**src/rtl/result_readout_ctrl.sv**
```systemverilog
// result_readout_ctrl
//  Reader side of the results SRAM. Fetches num_words result words starting at
//  base_addr and streams each word out one partial sum (column) per beat on a
//  valid/ready interface. One read per word, no prefetch: every word costs two
//  bubble cycles (READ, WAIT) followed by MATRIX_SIZE accepted beats.
//  Optional build macro: RESULT_RELU_EN -- when defined, negative partial sums
//  are clamped to zero at the output mux (SRAM contents are never modified).
module result_readout_ctrl #(
  parameter int ADDRESSSIZE     = 10,
  parameter int MATRIX_SIZE     = 8,
  parameter int PARTIAL_SUM_BW  = 20,
  parameter int WORDSIZE_Result = PARTIAL_SUM_BW * MATRIX_SIZE,
  parameter int COL_W           = (MATRIX_SIZE > 1) ? $clog2(MATRIX_SIZE) : 1
) (
  input  logic                       clk,
  input  logic                       rst,
  input  logic                       start,
  input  logic [ADDRESSSIZE-1:0]     base_addr,
  input  logic [ADDRESSSIZE:0]       num_words,
  output logic                       sram_rd_en,
  output logic [ADDRESSSIZE-1:0]     sram_address,
  input  logic [WORDSIZE_Result-1:0] sram_data_out,
  output logic                       m_valid,
  input  logic                       m_ready,
  output logic [PARTIAL_SUM_BW-1:0]  m_data,
  output logic [COL_W-1:0]           m_col,
  output logic                       m_last,
  output logic                       busy,
  output logic                       done
);

  localparam logic [COL_W-1:0]       LAST_COL  = COL_W'(MATRIX_SIZE - 1);
  localparam logic [ADDRESSSIZE:0]   ONE_WORD  = (ADDRESSSIZE + 1)'(1);
  localparam logic [ADDRESSSIZE:0]   ZERO_WORD = (ADDRESSSIZE + 1)'(0);

  typedef enum logic [2:0] {
    S_IDLE = 3'd0,
    S_READ = 3'd1,
    S_WAIT = 3'd2,
    S_SEND = 3'd3,
    S_FIN  = 3'd4
  } state_t;

  state_t                     state_r;
  state_t                     state_nxt_s;
  logic [ADDRESSSIZE-1:0]     addr_r;
  logic [ADDRESSSIZE:0]       words_left_r;
  logic [COL_W-1:0]           col_r;
  logic [WORDSIZE_Result-1:0] word_r;
  logic [PARTIAL_SUM_BW-1:0]  beat_s;
  logic [PARTIAL_SUM_BW-1:0]  out_data_s;
  logic                       last_col_s;
  logic                       more_words_s;

  // Clamp a two's complement partial sum to zero when negative.
  function automatic logic [PARTIAL_SUM_BW-1:0] relu_f(input logic [PARTIAL_SUM_BW-1:0] v);
    logic [PARTIAL_SUM_BW-1:0] r;
    if (v[PARTIAL_SUM_BW-1]) begin
      r = {PARTIAL_SUM_BW{1'b0}};
    end else begin
      r = v;
    end
    return r;
  endfunction

  assign last_col_s   = (col_r == LAST_COL);
  assign more_words_s = (words_left_r > ONE_WORD);
  assign sram_address = addr_r;

  // State register; reset aborts any transfer in progress without a done pulse.
  always_ff @(posedge clk) begin
    if (rst) begin
      state_r <= S_IDLE;
    end else begin
      state_r <= state_nxt_s;
    end
  end

  // Next-state logic: one READ/WAIT/SEND round per result word.
  always_comb begin
    state_nxt_s = state_r;
    case (state_r)
      S_IDLE: begin
        if (start) begin
          if (num_words == ZERO_WORD) begin
            state_nxt_s = S_FIN;
          end else begin
            state_nxt_s = S_READ;
          end
        end else begin
          state_nxt_s = S_IDLE;
        end
      end
      S_READ:  state_nxt_s = S_WAIT;
      S_WAIT:  state_nxt_s = S_SEND;
      S_SEND: begin
        if (m_ready && last_col_s) begin
          if (more_words_s) begin
            state_nxt_s = S_READ;
          end else begin
            state_nxt_s = S_FIN;
          end
        end else begin
          state_nxt_s = S_SEND;
        end
      end
      S_FIN:   state_nxt_s = S_IDLE;
      default: state_nxt_s = S_IDLE;
    endcase
  end

  // Datapath: latch the job, capture the SRAM word, step column/word/address counters.
  // The address register only changes on entry to READ, so the SRAM address holds otherwise.
  always_ff @(posedge clk) begin
    if (rst) begin
      addr_r       <= {ADDRESSSIZE{1'b0}};
      words_left_r <= ZERO_WORD;
      col_r        <= {COL_W{1'b0}};
      word_r       <= {WORDSIZE_Result{1'b0}};
    end else begin
      case (state_r)
        S_IDLE: begin
          if (start && (num_words != ZERO_WORD)) begin
            addr_r       <= base_addr;
            words_left_r <= num_words;
            col_r        <= {COL_W{1'b0}};
          end
        end
        S_WAIT: begin
          word_r <= sram_data_out;
        end
        S_SEND: begin
          if (m_ready) begin
            if (last_col_s) begin
              col_r        <= {COL_W{1'b0}};
              words_left_r <= words_left_r - ONE_WORD;
              if (more_words_s) begin
                addr_r <= addr_r + ADDRESSSIZE'(1);
              end
            end else begin
              col_r <= col_r + COL_W'(1);
            end
          end
        end
        default: begin
          addr_r <= addr_r;
        end
      endcase
    end
  end

  // Output column mux, with optional negative clamping on the streamed value only.
  always_comb begin
    beat_s = word_r[int'(col_r) * PARTIAL_SUM_BW +: PARTIAL_SUM_BW];
`ifdef RESULT_RELU_EN
    out_data_s = relu_f(beat_s);
`else
    out_data_s = beat_s;
`endif
  end

  // Moore output decode; every output is zero in IDLE and stream fields only show in SEND.
  always_comb begin
    sram_rd_en = 1'b0;
    m_valid    = 1'b0;
    m_data     = {PARTIAL_SUM_BW{1'b0}};
    m_col      = {COL_W{1'b0}};
    m_last     = 1'b0;
    busy       = 1'b0;
    done       = 1'b0;
    case (state_r)
      S_IDLE: busy = 1'b0;
      S_READ: begin
        sram_rd_en = 1'b1;
        busy       = 1'b1;
      end
      S_WAIT: busy = 1'b1;
      S_SEND: begin
        m_valid = 1'b1;
        m_data  = out_data_s;
        m_col   = col_r;
        m_last  = last_col_s && (words_left_r == ONE_WORD);
        busy    = 1'b1;
      end
      S_FIN: begin
        done = 1'b1;
        busy = 1'b1;
      end
      default: busy = 1'b0;
    endcase
  end

endmodule

```
**config.mk**
```make
export PLATFORM = sky130hd
export DESIGN_NAME = result_readout_ctrl
export DESIGN_NICKNAME = d
export VERILOG_FILES = /design/src/rtl/result_readout_ctrl.sv
export SDC_FILE = /design/constraint.sdc
export NUM_CORES = 1
export LEC_CHECK = 0
export CORE_MARGIN = 8
export CORE_UTILIZATION = 45
export DETAILED_ROUTE_END_ITERATION = 6
export PLACE_DENSITY = 0.84
export SLEW_MARGIN = 0
export SYNTH_ARGS = -nofsm -noshare
export SYNTH_HDL_FRONTEND = slang
export SYNTH_SLANG_ARGS = --single-unit
export TNS_END_PERCENT = 5
```
**constraint.sdc**
```tcl
create_clock -name clk -period 3.1 [get_ports clk]
set_input_delay 0.31 -clock clk [delete_from_list [all_inputs] [get_ports clk]]
set_output_delay 0.31 -clock clk [all_outputs]
set_load 0.03 [all_outputs]
```
==> results.cfg <==
; synthesis and place-and-route metrics
[synth]
synth.cells.most_frequent = 352 x sky130_fd_sc_hd__nand2_1, 187 x sky130_fd_sc_hd__dfxtp_1, 182 x sky130_fd_sc_hd__a21oi_1
synthesis_warning_total = 0
top_cells_by_area = sky130_fd_sc_hd__dfxtp_1 44%, sky130_fd_sc_hd__nand2_1 16%, sky130_fd_sc_hd__a21oi_1 11%
synth_async_sr_flop_share_pct = 0
yosys.stat.chipArea_um2 = 8440
syn_area_um2 = 8440
synthDominantCellAreaShare_pct = 44.3
yosys.cell_count.top_type = sky130_fd_sc_hd__nand2_1

[clock_tree]
tritoncts = done
cts-root-buf = sky130_fd_sc_hd__clkbuf_16
cts_max_path_buffers = 2
cts_hold_buf = 0

[die]
die_x_um = 153
std_cell_rows = 50
top_level_ports = 223

[timing]
slew_headroom_pct = 50.0
final.min_clock_period_ns = 2.91
setup-violations-final = 0
rsz0062_at_grt = false
final.setup.tns_ns = 0
worst_pin_slew_ns = 0.750
fin_skew_ns = 0.00715

[pwr]
leakage_uw = 0.00386
irDropWorstVdd_mv = 0.332

[critical_path]
worst-path-max-fanout = 22
worst_ep_arrival_time_ns = 2.60
crit_chain = buf_12, mux4_2, mux2i_1, nor2_1, clkdlybuf4s50_1
cp-end-kind = output pin
cp_data_required_time_ns = 2.79
timing.critical_path.from = col_r[0]
worstRegToRegCells = 8
worst_path_largest_cell_delay_ns = 0.62
rr_startpoint = col_r[1]
cp-start-kind = flop
crit_slowest_cell = sky130_fd_sc_hd__clkdlybuf4s50_1
timing.reg2reg.setup_slack_ns = 0.75
crit_family = buffers and inverters
timing.critical_path.buf_inv = 2
worstSetupPathType = flop to output pin

[job]
count_of_maximum_capacitance_violations = 0

[cells_and_area]
drive_gt1_share_pct = 9.36

[global_route]
globalRoute.totalOverflow = 0
groute.usage.overall_pct = 22.5
grt_start_max_net_pins = 92
grt_first_pass_wirelength_mm = 42.2
vias_in_the_first_global_route = 7726

[worst_hold_path]
hold_start = rst

[placement]
gp_congestion = 0.873
buffer_ports.inserted = 222

[status]
status = completed

[detailed_routing]
initialDrtViolationCount = 602
dr.pass1.iters = 4
-- area by class of cell --
class	count	area, µm²
inverter	7	26.3
clock inverter	15	145
sequential	187	3750
clock buffer	17	425
timing repair buffer	240	2450
tap	234	293
multi-input combinational	741	4310
antenna	3	7.51
fill	1575	7160
-- layer usage --
metal | track usage, % | up-vias | wire (µm)
met2 | 33.3 | 338 | 11900
met5 | 0 | - | 0
li1 | - | 3816 | -
met3 | 4.74 | 38 | 2070
met4 | 7.73 | 0 | 563
met1 | 31.8 | 3794 | 12400
-- worst min-delay path by stage --
stage                              to  slack, ns  cells past startpoint
final                      word_r[92]       0.38                      2
after global routing       word_r[51]       0.42                      3
after CTS                    col_r[2]       0.39                      2
after detailed placement   word_r[55]       0.44                      2
after global placement    word_r[131]       0.44                      2
after floorplan           word_r[115]       0.43                      2
-- logic make-up (layout without fill, tap and decap cells) --
| kind of cell | after synthesis | in the layout | share of synthesized area, % |
|---|---|---|---|
| simple gates | 437 | 437 | 21.4 |
| buf+inv | 90 | 279 | 4.71 |
| compound gates | 233 | 233 | 15.1 |
| mux | 62 | 62 | 13.3 |
| xor+xnor | 4 | 4 | 0.415 |
| fa+ha+maj | 5 | 5 | 0.741 |
| flops | 187 | 187 | 44.3 |
| other cells | 0 | 3 | 0 |
-- registers in the layout, indices dropped and copies added, names as in the netlist --
name / cells
word_r: 160
words_left_r: 11
sram_address: 10
col_r: 3
state_r: 3
-- what timing repair did --
item,4_1_cts,5_1_grt
setup endpoints to repair,19,11
setup buffers,1,1
gates cloned,0,0
resized,0,1
pin swaps,0,0
-- per-stage QoR --
step	worst slack [ns]	std cells	instance area, µm²	total power [µW]	hold WS [ns]
5_1_grt	0.0338	1444	11400	5940	0.420
3_5_place_dp	0.398	1407	10800	3630	0.444
4_1_cts	0.00101	1440	11400	5750	0.390
3_3_place_gp	0.461	1407	10800	3600	0.439
6_report	0.187	1444	11400	5730	0.380
2_1_floorplan	0.986	1018	8440	3200	0.433
-- report_power, final --
| group | switching, µW | total (µW) | internal, µW | leakage, µW |
|---|---|---|---|---|
| Clock | 1060 | 2140 | 1080 | 0.000286 |
| Combinational | 465 | 922 | 457 | 0.00205 |
| Sequential | 114 | 2660 | 2550 | 0.00153 |
| Total | 1640 | 5730 | 4080 | 0.00386 |
-- layout by cell type, fill, tap and decap left out, drive strengths merged, types with 17 or more instances in the layout --
master,synthesis,final
nor2,37,37
mux2i,22,22
clkbuf,52,17
nand2,352,352
o21ai,23,23
clkdlybuf4s50,0,221
dfxtp,187,187
inv,7,18
mux4,40,40
buf,31,19
a21oi,185,185
flops_by_reg.png
Drawn at 2 px/µm. Other sequential cells in the stronger gray, the rest of the logic in the fainter gray.
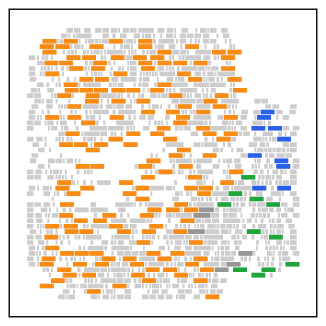
`word_r` -> orange  # sequential cells 160
`sram_address` -> blue  # sequential cells 10, where right middle
`words_left_r` -> green  # sequential cells 11, where bottom right
not colored = 6

detail.png
Region (64, 64) to (89, 89) µm. Cells in gray, sequential cells in the stronger gray; small squares are vias.
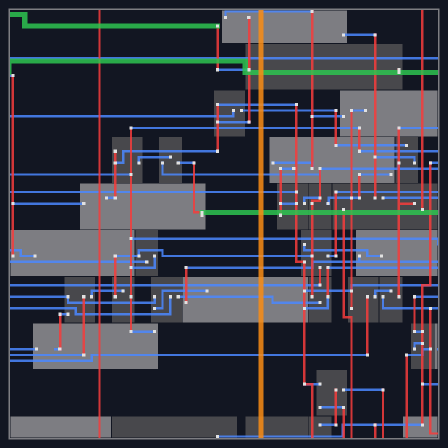
metal 2 -> red
metal 4 -> orange
metal 1 -> blue
metal 3 -> green
sequential cells in the window = 8
cells with their middle in the window = 26
most frequent = nand2_1 (8), a21oi_1 (8), dfxtp_1 (8)
netlist names of flops here include = `word_r` (8)

congestion.png
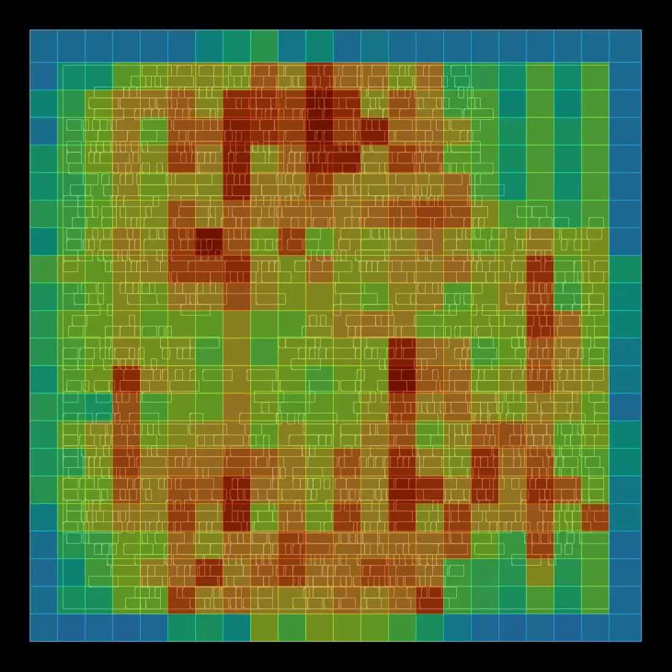
end-of-flow core utilization: 61.4%
met2 track demand over resource: 33.3%
met1 Usage GRT: 31.8%

sizes.png
Drawn at 3 px/µm.
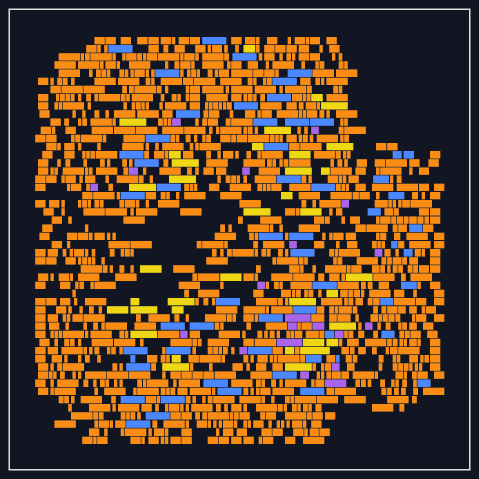
_6 and larger -> yellow  # cells 36
_0 and _1 cells -> orange  # cells 1094
_2 cells -> blue  # cells 57
_3 and _4 cells -> purple  # cells 20
final non-filler cell area: 11400 µm²
relative area change from synthesis to final layout: 35.2%

layer_met2.png
Drawn at 2 px/µm.
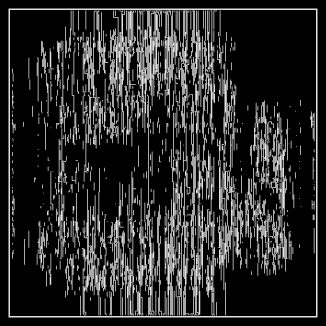
longest straight run = 61.9 µm
share of all routed wire = 44%
total length of routed wires: 27.0 mm
total number of vias: 7986

Power is estimated from default activity; no workload was simulated.
